### Placement density heat map

34 x 34 tiles, from white (low) to dark blue (high), 0 to 100% covered.
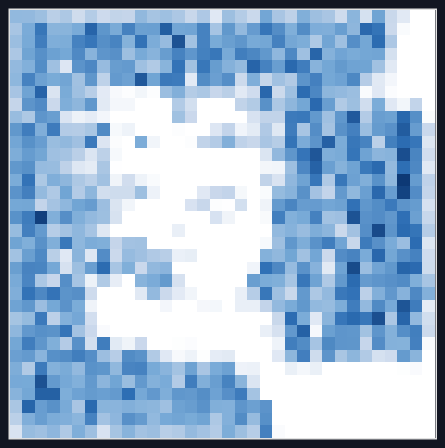
### Signal wires on met2

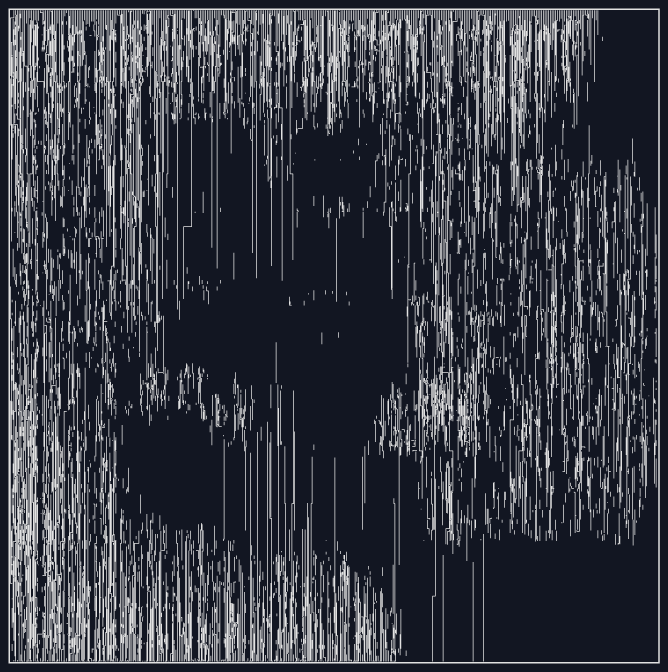
### Routing congestion map

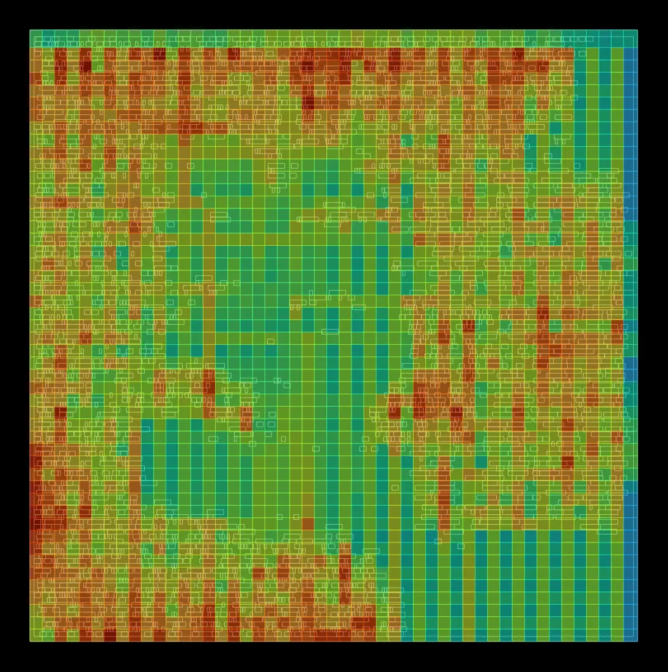
### Wiring by layer

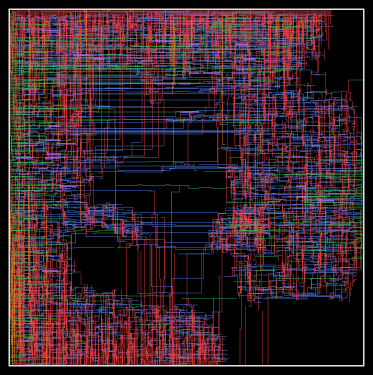
==> config.mk <==
export PLATFORM = sky130hd
export DESIGN_NAME = chacha20_stream_feeder
export DESIGN_NICKNAME = d
export VERILOG_FILES = /design/src/rtl/chacha20_pkg.sv /design/src/rtl/chacha20_word_fifo.sv /design/src/rtl/chacha20_stream_feeder.sv
export SDC_FILE = /design/constraint.sdc
export NUM_CORES = 1
export LEC_CHECK = 0
export CAP_MARGIN = 20
export CORE_AREA = 2 2 337 339
export CTS_CLUSTER_DIAMETER = 40
export DETAILED_ROUTE_END_ITERATION = 16
export DIE_AREA = 0 0 339 341
export PLACE_DENSITY = 0.51
export SYNTH_ARGS = -nofsm -noshare
export SYNTH_HDL_FRONTEND = slang
export SYNTH_SLANG_ARGS = --single-unit
==> constraint.sdc <==
create_clock -name clk -period 16.05 [get_ports clk]
set_input_delay 2.4075 -clock clk [delete_from_list [all_inputs] [get_ports clk]]
set_output_delay 2.4075 -clock clk [all_outputs]
set_load 0.005 [all_outputs]
==> results_dict.tcl <==
# collected from the flow reports
set metrics [dict create \
    leakagePower_nw 17.77 \
    edf_count 256 \
    dp_hpwl_um 88360 \
    hold_path_depth 2 \
    ios 878 \
    drcViolationCount 0 \
    drt_iter0_markers 1918 \
    dp.cells 4600 \
    synthTopCellsByCount "nand2_1 (1,190), dfrtp_1 (430), edfxtp_1 (256)" \
    final_cells 4846 \
    synth_seq_share_pct 69.11 \
    grt_pass1_wl_um 164800 \
    yosys_cells 2320 \
    worst_setup_path_end_kind "output port" \
    clock_sink_count 686 \
    dr.pass1.iters 5 \
    worstSetupPathType "register to output port" \
    nets 3682 \
    port_buffers 877 \
    powerDensity_nw_per_um2 207.1 \
    period_used_pct 38.01 \
    fp_nets 2766 \
    fmax_ghz 0.1639 \
    clk_path_buf_depth 3 \
    synth_area_per_cell_um2 11.51 \
    setup_viol 0 \
    ff_type "dfrtp_1" \
    hold_ws_ns 0.4681 \
    synthDistinctLibCells 58 \
    regToRegSetupSlack_ns 12.19 \
    final_area_um2 41870 \
    syn_to_final_growth_pct 56.84 \
    worst_slack_ns 9.950 \
    first_global_vias 21110 \
    finalWeightedCongestion 0.8670 \
    vias_per_cell 4.323 \
    fin_tns_setup_ns 0 \
    yosys_warnings 0 \
    ys_ff 686 \
    max-cap-violations 0 \
    rsz0062_at_grt "no" \
    area_leaders "dfrtp_1 (40%), edfxtp_1 (29%), nand2_1 (17%)" \
    hp-class "register to register" \
    row_count 123 \
    ant_nets 0 \
    run_status "complete, no violations" \
    grt_overflow_total 0 \
    worstPathMaxFanout 36 \
    die_w_um 339 \
    clock_skew_ns 0.02479 \
    top_cell_area_share_pct 40.31 \
    place_area_um2 37170 \
    cp_data_arrival_time_ns 3.69 \
    post_cts_buffers 0 \
    yosysMostFrequentCell "nand2_1" \
    clock.latency.late_pin_ns 0.71 \
    yosys_area_um2 26690 \
    worstMarginPinSlew_ns 1.108 \
    post-route-min-period_ns 6.100 \
    synthCells 2320 \
    relSlewSlack_pct 26.11 \
    finalHoldViolCount 0 \
    total_power_mw 8.669 \
    cts_tree "done" \
    syn-cell-area_um2 26690 \
    ir_drop_uv 114.5 \
]
Notes on 'Placement density heat map' above:
tiles over 75% full = 4.1%
nearly empty tiles = 23%
mean over tiles = 35%
densest ninth of the die = middle right
Util after Layout: 37.42%
Initial Utilization: 23.86%
core area: 111,900 um2

Notes on 'Signal wires on met2' above:
share of all routed wire = 46%
nets with wire on the layer = 2,990
met2 usage: 31.06%
Vias: 20,950
total routed wirelength: 118,900 um

Notes on 'Routing congestion map' above:
met1 Resource Use GR: 25.41%
met3 Resource Use GR: 8.461%
layer with the highest usage: met2

Notes on 'Wiring by layer' above:
metal 2 -> red  # wire length 54.8 mm
metal 3 -> green  # wire length 11,500 um
metal 5 -> purple  # wire length 302 um
metal 1 -> blue  # wire length 49.1 mm
metal 4 -> orange  # wire length 3,180 um
wire per inst: 24.53 um
gr usage total: 20.11%

==> critical path: stages (launching register included) <==
cell             delay (ns)
dfrtp_4                0.86
buf_4                  0.71
mux4_2                 0.60
mux2_2                 0.27
clkdlybuf4s50_1        0.47
==> area by class of cell <==
type | count | area [um2]
sequential | 686 | 18450
clock buffer | 163 | 3593
fill | 11020 | 70020
timing repair buffer | 904 | 9026
antenna | 3 | 7.507
clock inverter | 79 | 1071
inverter | 7 | 33.78
multi-input combinational | 1504 | 7806
tap | 1500 | 1877
==> routing by layer <==
layer | vias up | share of wire [%] | wire [um] | GRT usage (%)
li1 | 9602 | - | - | -
met1 | 10300 | 41 | 49100 | 25.41
met2 | 796 | 46 | 54770 | 31.06
met3 | 202 | 9.7 | 11520 | 8.461
met4 | 50 | 2.7 | 3182 | 6.481
met5 | - | 0.25 | 301 | 0
==> power by group <==
| part | leakage [nW] | switching, mW | internal (mW) |
|---|---|---|---|
| Combinational | 7.87 | 1.48 | 1.49 |
| Clock | 2.25 | 0.995 | 1.87 |
| Sequential | 7.65 | 0.402 | 2.43 |
==> logic make-up (layout without fill, tap and decap cells) <==
logic type	after synthesis	after routing	synth area share, %
simple gates	1303	1303	19.30
flops	686	686	69.11
buf+inv	130	1153	1.870
mux	103	103	7.012
compound gates	79	79	1.978
xor+xnor	11	11	0.3609
fa+ha+maj	8	8	0.3750
other cells	0	3	0
==> cell usage in the layout, fill, tap and decap left out, drive strengths merged, types with 11 or more instances in the layout <==
cell type      count
edfxtp           256
a21oi             17
dfrtp            430
inv               22
clkinv            37
nand2           1190
nor4              14
mux2              32
mux4              64
clkdlybuf4s50    877
o21ai             22
nor2              19
or4               12
nor3              14
clkbuf           163
buf               27
bufinv            16
or3               11
clkinvlp          11
No activity file was given, so power comes from the tool's default toggle rates.
